### Routing congestion map, run 1

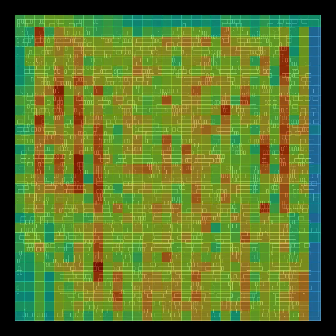
### Met1 routing, run 1

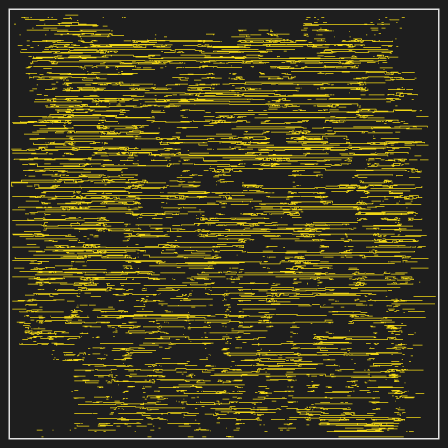
### Clock distribution, run 1

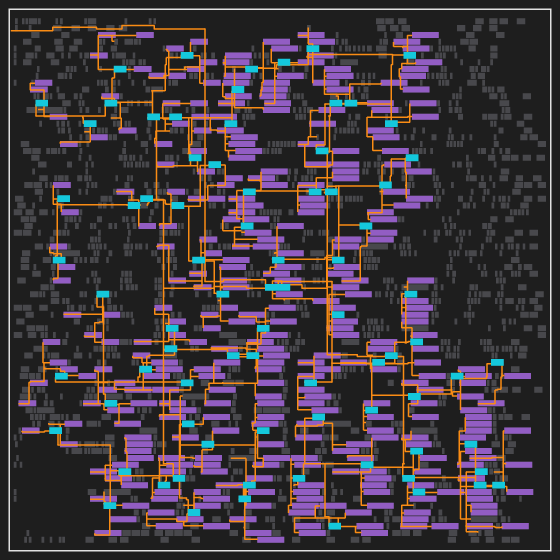
--- config.mk ---
export PLATFORM = sky130hd
export DESIGN_NAME = fetch_queue
export DESIGN_NICKNAME = d
export VERILOG_FILES = /design/src/rtl/fetch_queue.sv
export SDC_FILE = /design/constraint.sdc
export NUM_CORES = 1
export LEC_CHECK = 0
export ABC_AREA = 1
export CAP_MARGIN = 5
export CELL_PAD_IN_SITES_DETAIL_PLACEMENT = 0
export CELL_PAD_IN_SITES_GLOBAL_PLACEMENT = 2
export CORE_UTILIZATION = 33
export CTS_BUF_LIST = sky130_fd_sc_hd__clkbuf_8
export CTS_CLUSTER_DIAMETER = 30
export DETAILED_ROUTE_END_ITERATION = 10
export PLACE_DENSITY_LB_ADDON = 0.08
export SYNTH_ARGS = -nofsm -noshare
export SYNTH_HDL_FRONTEND = slang
export SYNTH_SLANG_ARGS = --single-unit
--- constraint.sdc ---
create_clock -name clk -period 5.2 [get_ports clk]
set_clock_uncertainty 0.05 [all_clocks]
set_input_delay 0.52 -clock clk [delete_from_list [all_inputs] [get_ports clk]]
set_output_delay 0.52 -clock clk [all_outputs]
set_load 0.03 [all_outputs]
--- src/rtl/fetch_queue.sv ---
// fetch_queue
//   Instruction fetch front end. It walks a PC through instruction memory,
//   buffers the returned words with their addresses in a small in-order
//   queue, and hands them to decode through a valid/ready port. A redirect
//   from the back end flushes everything and restarts fetch at a new PC.
//
// Configuration macro:
//   FETCH_QUEUE_PERF_CNT_EN - when defined, stall_count counts the cycles
//                             where the head is valid but decode is not
//                             ready (saturating). When undefined, the
//                             counter is absent and stall_count reads 0.
//
// Parameters:
//   INIT_ADDRESS  - PC loaded on reset
//   DEPTH         - queue entries (power of two, >= 2)
//
// Ports:
//   clk, reset                 - single clock, synchronous active-high reset
//   imem_req / imem_addr       - fetch request and its address (current PC)
//   imem_ready                 - memory accepts the request this cycle
//   imem_rdata                 - instruction word, one cycle after acceptance
//   redirect_valid/redirect_pc - flush the queue and restart at redirect_pc
//   out_valid / out_ready      - head-of-queue handshake towards decode
//   out_instr / out_pc         - head instruction word and its address
//   out_pc_plus4               - out_pc + 4 (wraps modulo 2^32)
//   stall_count                - head-valid-but-not-consumed cycle counter

module fetch_queue #(
  parameter logic [31:0] INIT_ADDRESS = 32'h0000_0000,
  parameter int          DEPTH        = 4
) (
  input  logic        clk,
  input  logic        reset,
  output logic        imem_req,
  output logic [31:0] imem_addr,
  input  logic        imem_ready,
  input  logic [31:0] imem_rdata,
  input  logic        redirect_valid,
  input  logic [31:0] redirect_pc,
  output logic        out_valid,
  input  logic        out_ready,
  output logic [31:0] out_instr,
  output logic [31:0] out_pc,
  output logic [31:0] out_pc_plus4,
  output logic [31:0] stall_count
);

  localparam int AW = $clog2(DEPTH);
  localparam int CW = AW + 1;
  localparam logic [CW:0]   DEPTH_OCC = (CW + 1)'(DEPTH);
  localparam logic [CW-1:0] DEPTH_CNT = CW'(DEPTH);

  logic [31:0]   r_pc;
  logic [CW-1:0] r_count;
  logic [AW-1:0] r_wptr;
  logic [AW-1:0] r_rptr;
  logic          r_inflight;
  logic [31:0]   r_inflightPc;
  logic [31:0]   r_instrMem [DEPTH];
  logic [31:0]   r_pcMem    [DEPTH];

  logic [CW:0]   w_occupancy;
  logic          w_req;
  logic          w_accept;
  logic          w_push;
  logic          w_valid;
  logic          w_pop;

  // Queued entries plus the response still on its way. Requests are only
  // issued while this is below DEPTH, so every response has a free slot
  // waiting for it and the memory side never needs back-pressure.
  assign w_occupancy = {1'b0, r_count} + (CW + 1)'(r_inflight);

  // A redirect outranks everything: no new request and no pop in that cycle.
  // Reset also blocks both so nothing leaves or enters while it is held.
  assign w_req    = !reset && !redirect_valid && (w_occupancy < DEPTH_OCC);
  assign w_accept = w_req && imem_ready;

  // Clearing r_inflight on redirect or reset is what kills a pending
  // response; a response landing in the redirect cycle itself is dropped
  // here because the queue is being flushed anyway.
  assign w_push  = r_inflight && !redirect_valid && !reset;
  assign w_valid = (r_count != '0) && !redirect_valid && !reset;
  assign w_pop   = w_valid && out_ready;

  assign imem_req     = w_req;
  assign imem_addr    = r_pc;
  assign out_valid    = w_valid;
  assign out_instr    = r_instrMem[r_rptr];
  assign out_pc       = r_pcMem[r_rptr];
  assign out_pc_plus4 = r_pcMem[r_rptr] + 32'd4;

  // PC, pointers, occupancy and the in-flight tracker. Pointers are AW bits
  // wide, so they wrap from DEPTH-1 to 0 on their own.
  always_ff @(posedge clk) begin
    if (reset) begin
      r_pc         <= INIT_ADDRESS;
      r_count      <= '0;
      r_wptr       <= '0;
      r_rptr       <= '0;
      r_inflight   <= 1'b0;
      r_inflightPc <= '0;
    end else if (redirect_valid) begin
      r_pc       <= redirect_pc;
      r_count    <= '0;
      r_wptr     <= '0;
      r_rptr     <= '0;
      r_inflight <= 1'b0;
    end else begin
      r_inflight <= w_accept;
      if (w_accept) begin
        r_pc         <= r_pc + 32'd4;
        r_inflightPc <= r_pc;
      end
      if (w_push) begin
        r_wptr <= r_wptr + AW'(1);
      end
      if (w_pop) begin
        r_rptr <= r_rptr + AW'(1);
      end
      case ({w_push, w_pop})
        2'b10:   r_count <= r_count + CW'(1);
        2'b01:   r_count <= r_count - CW'(1);
        default: r_count <= r_count;
      endcase
    end
  end

  // Queue storage carries no reset: its contents are only ever observed
  // through out_valid, which is driven purely by the reset-cleared count.
  always_ff @(posedge clk) begin
    if (w_push) begin
      r_instrMem[r_wptr] <= imem_rdata;
      r_pcMem[r_wptr]    <= r_inflightPc;
    end
  end

`ifdef FETCH_QUEUE_PERF_CNT_EN
  logic [31:0] r_stallCount;

  // Counts cycles where decode is holding off a valid head; saturates
  // instead of wrapping so a long stall never reads back as a short one.
  always_ff @(posedge clk) begin
    if (reset) begin
      r_stallCount <= '0;
    end else if (w_valid && !out_ready && (r_stallCount != 32'hFFFF_FFFF)) begin
      r_stallCount <= r_stallCount + 32'd1;
    end
  end

  assign stall_count = r_stallCount;
`else
  assign stall_count = 32'h0000_0000;
`endif

  // The issue rule guarantees a free slot for every response, so a push
  // into a full queue with no simultaneous pop means that rule is broken.
  assert property (@(posedge clk) disable iff (reset)
    !(w_push && !w_pop && (r_count == DEPTH_CNT)));

endmodule

==> CHANGELOG.md, run 1 <==
### Implementation results

- Synthesis warning total: 0
- Final Critical Period: 4530 ps
- Placed cell area: 0.0175 mm2
- Largest net degree at the start of global routing: 128
- NonClk Buf Share: 0.115
- Fin nets: 1891
- Initial antenna violation count: 0
- Ant. Diodes: 0
- Clk buf depth: 3
- FF+latch count, synth: 330
- Crit path to: out_pc_plus4[16]
- M3 GR Usage: 0.0344
- Hold crit path type: reg -> reg
- CTS buffer count: 79
- # resized after CTS: 0
- Largest regs: r_instrMem: 128 flops, r_pcMem: 128 flops
- P&R area growth vs syn: 27.9%
- Setup Viol. Count Final: 0
- Outcome: complete, no violations
- Final std cells w/o fill: 2470
- Num rows: 77
- Final Max-Slew Violation Tally: 0
- Top fanout value on the critical path: 127
- Hold Vio Cnt, Final: 0
- Biggest Area Class: sequential cells
- MI comb cells: 1084
- Detail Route Antenna Nets: 0
- Delay-heaviest family, CP: buffers and inverters
- R2R cell count: 8
- Top logic family: simple AND/OR/NAND/NOR gates
- Clock network area share: 0.0911
- DP Cell Count: 2325
- Total power: 6.51 mW
- Unique masters post-synth: 36
- Synth Seq Share: 0.611
- Hold buffer count at CTS: 0
- Yosys top cell by area: edfxtp_1
- M1 wire length: 20700 um
- Met2 wire length: 19100 um
- Commonest flop: edfxtp_1
- Tool warnings: 31
- Post-layout util: 0.431
- Crit-path cells: inv_12 -> nand2_1 -> nand2_1 -> nand2_1 -> nand2_1 -> ha_1 -> nand3_2 -> nor2_1 -> nand2_1 -> xor2_1 -> clkdlybuf4s50_1
- CP bufs+invs: 2
- Final period utilization: 0.872
Back to the opening pictures, 'Routing congestion map':
GRT met1 Usage: 0.259
Most Crowded Layer GR: met2
met2 Usage GRT: 0.283
Routed WL per cell: 17.2 um

Back to the opening pictures, 'Met1 routing':
main direction: horizontal
share of all routed wire: 49%
longest straight run: 57.5 um
wire length on this layer: 20.7 mm
DR vias: 11300
final wirelength: 42600 um

Back to the opening pictures, 'Clock distribution':
legend:
  purple:
    item: flip-flops
    count: 330
  orange:
    item: clock wires
    length: 4790 um
  cyan:
    item: cells driving clock nets
    count: 79
routed clock nets: 80
clk_lat worst skew: 610 ps
power in the clock group: 3.31 mW
Clock power frac: 0.508

==> run 2: changes to the inputs <==
PLACE_DENSITY_LB_ADDON = 0.15   (was 0.08)
RECOVER_POWER = 50   (was default)
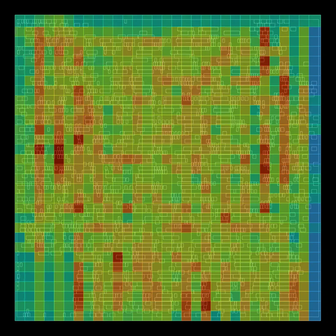
*Routing congestion map, run 2*
M3 GR Usage: 0.0357
All-Layer GR Usage: 0.179
met2 Usage GRT: 0.266

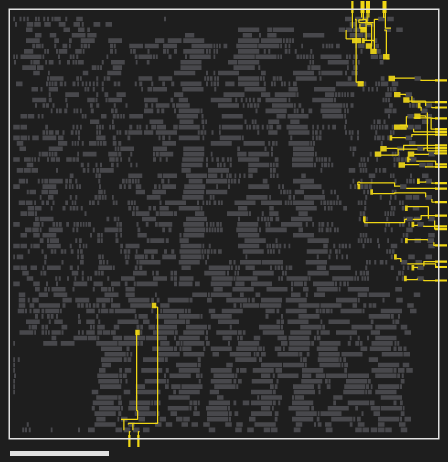
*I/O nets highlighted, run 2*
Bar = 50 um.
legend:
  yellow:
    port: `out_pc_plus4`
    bits: 32
    direction: output
    edge: 23 east, 7 north, 2 south
    end_cells: 32
    buffers: 32
    wire: 757 um

==> CHANGELOG.md, run 2 <==
### Implementation results

- Outcome: complete, no violations (unchanged)
- Power in the clock group: 3.24 mW (was 3.31 mW)
- Total power: 6.44 mW (was 6.51 mW)
- Hold Vio Cnt, Final: 0 (unchanged)
- P&R area growth vs syn: 26.9% (was 27.9%)
- Initial antenna violation count: 0 (unchanged)
- Biggest Area Class: sequential cells (unchanged)
- Final wirelength: 42000 um (was 42600 um)
- Crit-path cells: dlygate4sd3_1 -> clkbuf_1 -> inv_1 -> nand2_1 -> nor2_1 -> nand3_2 -> buf_4 -> nand2_1 -> inv_1 -> nand2_1 -> nand2_1 -> nand3b_1 -> nand2_1 -> inv_1 (was inv_12 -> nand2_1 -> nand2_1 -> nand2_1 -> nand2_1 -> ha_1 -> nand3_2 -> nor2_1 -> nand2_1 -> xor2_1 -> clkdlybuf4s50_1)
- Commonest flop: edfxtp_1 (unchanged)
- Largest regs: r_instrMem: 128 flops, r_pcMem: 128 flops (unchanged)
- Clock power frac: 0.504 (was 0.508)
- GRT met1 Usage: 0.255 (was 0.259)
- MI comb cells: 1084 (unchanged)
- Met2 wire length: 18400 um (was 19100 um)
- Post-layout util: 0.428 (was 0.431)
- FF+latch count, synth: 330 (unchanged)
- Top logic family: simple AND/OR/NAND/NOR gates (unchanged)
- Clk buf depth: 3 (unchanged)
- Clk_lat worst skew: 610 ps (about the same)
- R2R cell count: 3 (was 8)
- M1 wire length: 20800 um (was 20700 um)
- Largest net degree at the start of global routing: 128 (unchanged)
- Placed cell area: 0.0173 mm2 (was 0.0175 mm2)
- Yosys top cell by area: edfxtp_1 (unchanged)
No activity file was given, so power comes from the tool's default toggle rates.
